[src/rtl/bw_io_hstl_drv_bank.sv]
// HSTL driver bank front-end: registered pad controls, POR hold, crowbar block and quiet-window calibration update.
// Define HSTL_CAL_THERM_CHK_EN to reject non-thermometer calibration codes.
module bw_io_hstl_drv_bank #(
  parameter int NCH = 8,
  parameter int CW = 8,
  parameter int POR_HOLD = 4,
  parameter int IDLE_MIN = 2,
  parameter logic [CW-1:0] RST_CODE = CW'(8'h0F)
) (
  input  logic           clk,
  input  logic           rst_l,
  input  logic           por,
  input  logic           sel_data_n,
  input  logic [NCH-1:0] pad_up,
  input  logic [NCH-1:0] pad_dn_l,
  input  logic [NCH-1:0] bsr_up,
  input  logic [NCH-1:0] bsr_dn_l,
  input  logic [CW-1:0]  cal_cbu,
  input  logic [CW-1:0]  cal_cbd,
  input  logic           cal_upd_req,
  output logic           cal_upd_ack,
  output logic [NCH-1:0] drv_up,
  output logic [NCH-1:0] drv_dn_l,
  output logic [CW-1:0]  cbu,
  output logic [CW-1:0]  cbd,
  output logic           drv_rdy,
  output logic [NCH-1:0] illegal_err,
  output logic           cal_err
);

  localparam int HW = $clog2(POR_HOLD + 1);
  localparam int IW = $clog2(IDLE_MIN + 1);

  typedef enum logic [1:0] {
    HOLD,
    ACTIVE,
    CAL_WAIT,
    CAL_APPLY
  } state_t;

  state_t         state;
  logic [HW-1:0]  hold_cnt;
  logic [HW-1:0]  hold_nxt;
  logic [IW-1:0]  idle_cnt;
  logic [IW-1:0]  idle_nxt;
  logic [NCH-1:0] up_sel;
  logic [NCH-1:0] dn_sel;
  logic [NCH-1:0] up_leg;
  logic [NCH-1:0] dn_leg;
  logic [NCH-1:0] xbar;
  logic           quiet;

  assign up_sel = sel_data_n ? bsr_up : pad_up;
  assign dn_sel = sel_data_n ? bsr_dn_l : pad_dn_l;
  assign xbar = up_sel & ~dn_sel;
  // Crowbar {1,0} collapses to hi-Z {0,1}; legal codes pass through.
  assign up_leg = up_sel & dn_sel;
  assign dn_leg = dn_sel | up_sel;
  assign quiet = &(~up_sel & dn_sel);
  assign hold_nxt = hold_cnt + 1'b1;
  assign idle_nxt = idle_cnt + 1'b1;

`ifdef HSTL_CAL_THERM_CHK_EN
  function automatic logic therm(input logic [CW-1:0] c);
    return (c & CW'(c + 1'b1)) == '0;
  endfunction

  logic code_ok;
  logic cal_err_q;

  assign code_ok = therm(cal_cbu) & therm(cal_cbd);
  assign cal_err = cal_err_q;
`else
  assign cal_err = 1'b0;
`endif

  always_ff @(posedge clk or negedge rst_l) begin
    if (!rst_l) begin
      state <= HOLD;
      hold_cnt <= '0;
      idle_cnt <= '0;
      drv_up <= '0;
      drv_dn_l <= '1;
      cbu <= RST_CODE;
      cbd <= RST_CODE;
      drv_rdy <= 1'b0;
      cal_upd_ack <= 1'b0;
      illegal_err <= '0;
`ifdef HSTL_CAL_THERM_CHK_EN
      cal_err_q <= 1'b0;
`endif
    end else begin
      illegal_err <= illegal_err | xbar;
      cal_upd_ack <= 1'b0;
`ifdef HSTL_CAL_THERM_CHK_EN
      cal_err_q <= 1'b0;
`endif
      if (por) begin
        state <= HOLD;
        hold_cnt <= '0;
        drv_up <= '0;
        drv_dn_l <= '1;
        drv_rdy <= 1'b0;
      end else begin
        unique case (state)
          HOLD: begin
            drv_up <= '0;
            drv_dn_l <= '1;
            hold_cnt <= hold_nxt;
            if (hold_nxt == HW'(POR_HOLD)) begin
              state <= ACTIVE;
              drv_rdy <= 1'b1;
            end
          end
          ACTIVE: begin
            drv_up <= up_leg;
            drv_dn_l <= dn_leg;
            // The ack cycle is the first ACTIVE cycle; req is still high there.
            if (cal_upd_req && !cal_upd_ack) begin
              state <= CAL_WAIT;
              idle_cnt <= '0;
            end
          end
          CAL_WAIT: begin
            drv_up <= up_leg;
            drv_dn_l <= dn_leg;
            if (!cal_upd_req) begin
              state <= ACTIVE;
            end else if (!quiet) begin
              idle_cnt <= '0;
            end else if (idle_nxt == IW'(IDLE_MIN)) begin
              state <= CAL_APPLY;
            end else begin
              idle_cnt <= idle_nxt;
            end
          end
          CAL_APPLY: begin
            drv_up <= '0;
            drv_dn_l <= '1;
            cal_upd_ack <= 1'b1;
            state <= ACTIVE;
`ifdef HSTL_CAL_THERM_CHK_EN
            if (code_ok) begin
              cbu <= cal_cbu;
              cbd <= cal_cbd;
            end else begin
              cal_err_q <= 1'b1;
            end
`else
            cbu <= cal_cbu;
            cbd <= cal_cbd;
`endif
          end
        endcase
      end
    end
  end

endmodule

[config.mk]
export PLATFORM = sky130hd
export DESIGN_NAME = bw_io_hstl_drv_bank
export DESIGN_NICKNAME = d
export VERILOG_FILES = /design/src/rtl/bw_io_hstl_drv_bank.sv
export SDC_FILE = /design/constraint.sdc
export NUM_CORES = 1
export LEC_CHECK = 0
export ABC_AREA = 1
export CAP_MARGIN = 20
export CORE_MARGIN = 8
export CORE_UTILIZATION = 48
export DETAILED_ROUTE_END_ITERATION = 8
export PLACE_DENSITY = 0.86
export SLEW_MARGIN = 10
export SYNTH_ARGS = -nofsm -noshare
export SYNTH_HDL_FRONTEND = slang
export SYNTH_SLANG_ARGS = --single-unit
export TNS_END_PERCENT = 10
[constraint.sdc]
create_clock -name clk -period 2.73 [get_ports clk]
set_clock_uncertainty 0.2 [all_clocks]
set_input_delay 0.546 -clock clk [delete_from_list [all_inputs] [get_ports clk]]
set_output_delay 0.546 -clock clk [all_outputs]
set_load 0.05 [all_outputs]
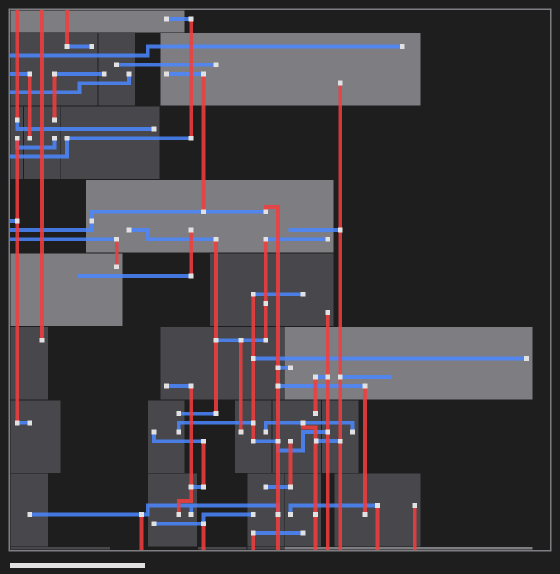
run_1/detail.png
Bar = 5 um. Window x 57 to 77, y 57 to 77 um. Cells in grey, sequential cells in the stronger grey; small squares are vias.
blue -> metal 1
red -> metal 2
most frequent = nand2_1 (7)
netlist names of flops here include = `hold_cnt` (2), `cbd` (1)
cells with their middle in the window = 19
sequential cells in the window = 3

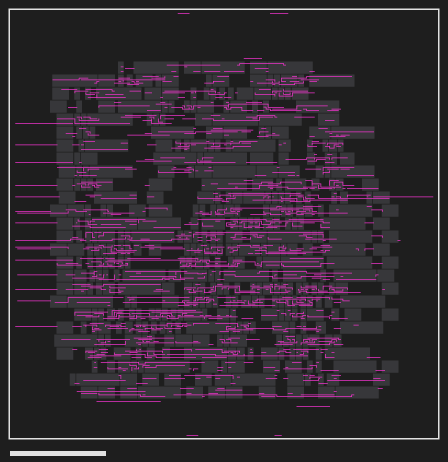
run_1/layer_met1.png
Bar = 20 um. Cells faint in the background.
wire length on this layer = 2870 um
share of all routed wire = 41%
nets with wire on the layer = 461
main direction = horizontal

==> results.tsv, run 1 <==
metric	value	unit
ys_seq_elements	49	
placed_area	3590	um2
dr.first_iter.drc_count	172	
area_leaders	dfrtp_1, nand2_1, dfstp_2	
ys_sh_mux	0	%
min_path_type	reg -> reg	
grt.busiest_layer	met2	
min_to	cbu[0]	
irDropWorstVdd	591	uV
drv_cap	0	
ctsHoldBuffers	1	
comb_area_share	29.8	%
internal-power	0.00160	W
p_sw	0.00119	W
remaining_drc_errors	0	
comb-power	0.00131	W
drt-total-wl	6950	um
top_area_share	31.8	%
min_period	2.41	ns
nWellTaps	70	
grt_pass1_wl	11600	um
wl_met2	3480	um
nets	508	
drive_gt1_share	9.60	%
cp_top_family	buffers and inverters	
viasPerCell	4.72	
max_stage_delay	0.82	ns
syn_inst	349	
synthAoiAreaFrac	3.08	%
seq_area	1250	um2
cp-startpoint	cbd[0]	
ys_types	26	
critPathMaxFanout	2	
met1_usage	22.9	%
warnings	31	
worstSetupEndpoint	cbd[0]	
grt_util_met3	4.64	%
sh_seq_area	33.7	%
setup_ws	0.316	ns
slowest_stage	clkdlybuf4s50_1	
antenna_found_initial	0	
drt_pass1_iterations	5	
relSlewSlack	64.2	%
swShare	42.7	%
floorplan.core_util	50.3	%
slew_viol_final	0	
antenna_left	0	
clkCellAreaFrac	2.74	%
hold_start	cbu[0]	
rrSetupSlack	0.94	ns
lay_top_count	nand2_1	
path_cells	clkdlybuf4s50_1	
syn_avg_cell_area	7.45	um2
p_leak	1.88	nW
cp.required	1.98	ns
post_cts_buffers	0	
fillCellCount	413	
tns	0	ns
logic_area	1100	um2
p_clk_share	16.6	%
crit_type	reg -> out	
fin_crit_sh	88.4	%
overflow	0	
r2r-start	state[0]	
logic_family	simple AND/OR/NAND/NOR gates	
maxPowerGroup	combinational logic	
bufAreaShareNonClock	26.6	%
p_per_area	754	nW/um2
cp-end-kind	primary output	
flop-count	49	
critPathBufInv	1	
p_comb_share	46.8	%
clock_path_buffers	2	
ys.flop_type	dfrtp_1	
cts-root-buf	clkbuf_8	
clk_pin_slew	0.08	ns
setup_viol	0	
rsz0062_at_grt	no	
cts_resized	0	
top_cell	nand2_1	
edf_count	0	
buffers	100	
vias	2444	
num-nonclk-inverters	48	
routabilityCongestion	0.813	
dpl_worst_slack	0.165	ns
core_area	5170	um2
die_x	89.6	um
arrival	1.67	ns
adder_share	3.85	%
highest_layer	met4	
worst_r2r_endpoint	idle_cnt[0]	
reg2regPathDepth	7	
grtUsageMet2	30.8	%
synth_xor_xnor_area_share	0.337	%
dieHeight	89.6	um
fin_hold_ws	0.271	ns
worstSkewPairLatency	0.30	ns
cts_tree	done	
final-hold-violation-count	0	
floorplan.nets	410	
place_inst	509	
crit_cells	1	
final_cells	518	
wl_met1	2870	um
tightest_slew	0.536	ns
track_usage	18.6	%
cp-start-kind	register	
async_flop_share	100	%
layout_top_cells	nand2_1, clkdlybuf4s50_1, inv_1	
synthToLayoutAreaGrowth	42.3	%
antenna_cells	0	
outcome	finished, final reports clean	
ys_seq_share	47.9	%
cts_inserted_buffers	5	
postLayoutCellArea	3700	um2
min_path_cells	2	
p_clk	0.000463	W
multi_input_comb_cells	243	
seq-power	0.00102	W
grt_pass1_vias	2514	
mappedNetlistArea	2600	um2
routed-wl-met3	525	um
synthTopCellsByCount	nand2_1, inv_1, dfrtp_1, nor2_1, dfstp_2	
yosys_area	2600	um2
cts-htree-levels	2	
nClkBuffers	7	
io_buffers	94	
power.share.sequential	36.6	%
dominant_cells	registers	
die_area	8030	um2
num_rows	26	
hpwlAfterDp	5450	um
top_area_cell	dfrtp_1	
totalPowerFinal	0.00279	W
yosysCellCount	349	
ios	96	
max_freq	0.414	GHz
grt_max_degree	31	
yosys_warnings	0	
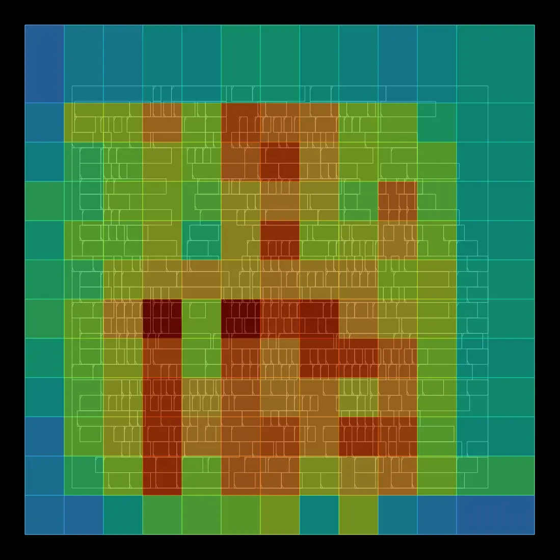
run_1/congestion.png
post-DR wirelength/cell: 13.4 um
utilization after layout: 71.6%

==> inputs of run 2 (changes only) <==
--- a/config.mk
+++ b/config.mk
@@ -6,7 +6,6 @@
 export NUM_CORES = 1
 export LEC_CHECK = 0
 export ABC_AREA = 1
-export CAP_MARGIN = 20
 export CORE_MARGIN = 8
 export CORE_UTILIZATION = 48
 export DETAILED_ROUTE_END_ITERATION = 8
==> run 2 against run 1 <==
Against the previous run:
- final cell count is the same
- synthesized area is the same
- design area is the same
==> results.tsv, run 2 <==
metric	value	unit	change
hold_start	cbu[0]		unchanged
nWellTaps	70		unchanged
warnings	31		unchanged
multi_input_comb_cells	243		unchanged
cp-end-kind	primary output		unchanged
clk_pin_slew	0.08	ns	about the same
ys_sh_mux	0	%	unchanged
yosysCellCount	349		unchanged
clkCellAreaFrac	2.74	%	unchanged
grt_max_degree	31		unchanged
nClkBuffers	7		unchanged
dominant_cells	registers		unchanged
die_area	8030	um2	unchanged
comb-power	0.00131	W	about the same
floorplan.core_util	50.3	%	unchanged
mappedNetlistArea	2600	um2	unchanged
path_cells	clkdlybuf4s50_1		unchanged
remaining_drc_errors	0		unchanged
lay_top_count	nand2_1		unchanged
synth_xor_xnor_area_share	0.337	%	unchanged
sh_seq_area	33.7	%	unchanged
die_x	89.6	um	unchanged
antenna_left	0		unchanged
io_buffers	94		unchanged
met1_usage	22.9	%	unchanged
seq_area	1250	um2	unchanged
drt-total-wl	6950	um	unchanged
fin_hold_ws	0.271	ns	unchanged
p_per_area	754	nW/um2	unchanged
grt_pass1_wl	11600	um	unchanged
buffers	100		unchanged
yosys_area	2600	um2	unchanged
floorplan.nets	410		unchanged
maxPowerGroup	combinational logic		unchanged
cp.required	1.98	ns	about the same
area_leaders	dfrtp_1, nand2_1, dfstp_2		unchanged
max_stage_delay	0.82	ns	about the same
cp-startpoint	cbd[0]		unchanged
wl_met2	3480	um	unchanged
p_clk_share	16.6	%	about the same
setup_viol	0		unchanged
edf_count	0		unchanged
rsz0062_at_grt	no		unchanged
fillCellCount	413		unchanged
top_area_share	31.8	%	unchanged
drive_gt1_share	9.60	%	unchanged
dr.first_iter.drc_count	172		unchanged
min_period	2.41	ns	unchanged
crit_cells	1		unchanged
cp_top_family	buffers and inverters		unchanged
ctsHoldBuffers	1		unchanged
irDropWorstVdd	591	uV	unchanged
internal-power	0.00160	W	unchanged
top_cell	nand2_1		unchanged
wire_per_inst	13.4	um	unchanged
num-nonclk-inverters	48		unchanged
core_area	5170	um2	unchanged
syn_inst	349		unchanged
top_area_cell	dfrtp_1		unchanged
min_to	cbu[0]		unchanged
antenna_cells	0		unchanged
grtUsageMet2	30.8	%	unchanged
num_rows	26		unchanged
outcome	finished, final reports clean		unchanged
synthTopCellsByCount	nand2_1, inv_1, dfrtp_1, nor2_1, dfstp_2		unchanged
syn_avg_cell_area	7.45	um2	unchanged
ys_seq_share	47.9	%	unchanged
cts_resized	0		unchanged
vias	2444		unchanged
grt_pass1_vias	2514		unchanged
cts-root-buf	clkbuf_8		unchanged
ys_seq_elements	49		unchanged
grt.busiest_layer	met2		unchanged
grt_util_met3	4.64	%	unchanged
fin_crit_sh	88.4	%	unchanged
slew_viol_final	0		unchanged
ios	96		unchanged
async_flop_share	100	%	unchanged
r2r-start	state[0]		unchanged
place_inst	509		unchanged
totalPowerFinal	0.00279	W	unchanged
viasPerCell	4.72		unchanged
power.share.sequential	36.6	%	about the same
synthAoiAreaFrac	3.08	%	unchanged
worst_r2r_endpoint	idle_cnt[0]		unchanged
yosys_warnings	0		unchanged
seq-power	0.00102	W	about the same
rrSetupSlack	0.94	ns	about the same
cp-start-kind	register		unchanged
layout_top_cells	nand2_1, clkdlybuf4s50_1, inv_1		unchanged
bufAreaShareNonClock	26.6	%	unchanged
worstSetupEndpoint	cbd[0]		unchanged
clock_path_buffers	2		unchanged
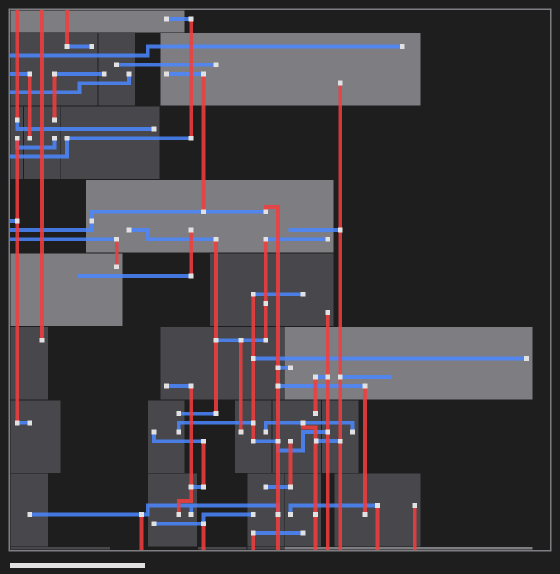
run_2/detail.png
Bar = 5 um. Window x 57 to 77, y 57 to 77 um. Cells in grey, sequential cells in the stronger grey; small squares are vias.
red -> metal 2
blue -> metal 1
most frequent = nand2_1 (7)
cells with their middle in the window = 19
sequential cells in the window = 3
netlist names of flops here include = `hold_cnt` (2), `cbd` (1)

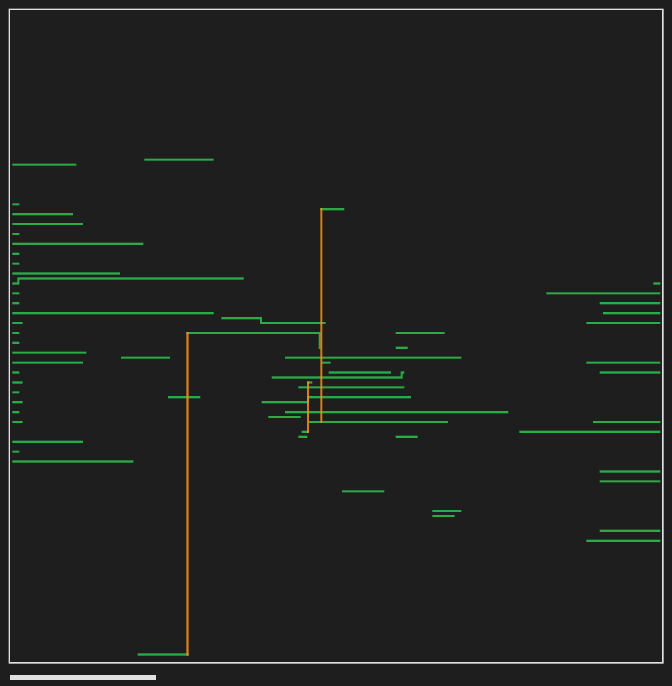
run_2/wires.png
Bar = 20 um. Only two layers are drawn.
orange -> metal 4  # wire length 80.2 um
green -> metal 3  # wire length 526 um

Power and IR drop assume default switching activity.
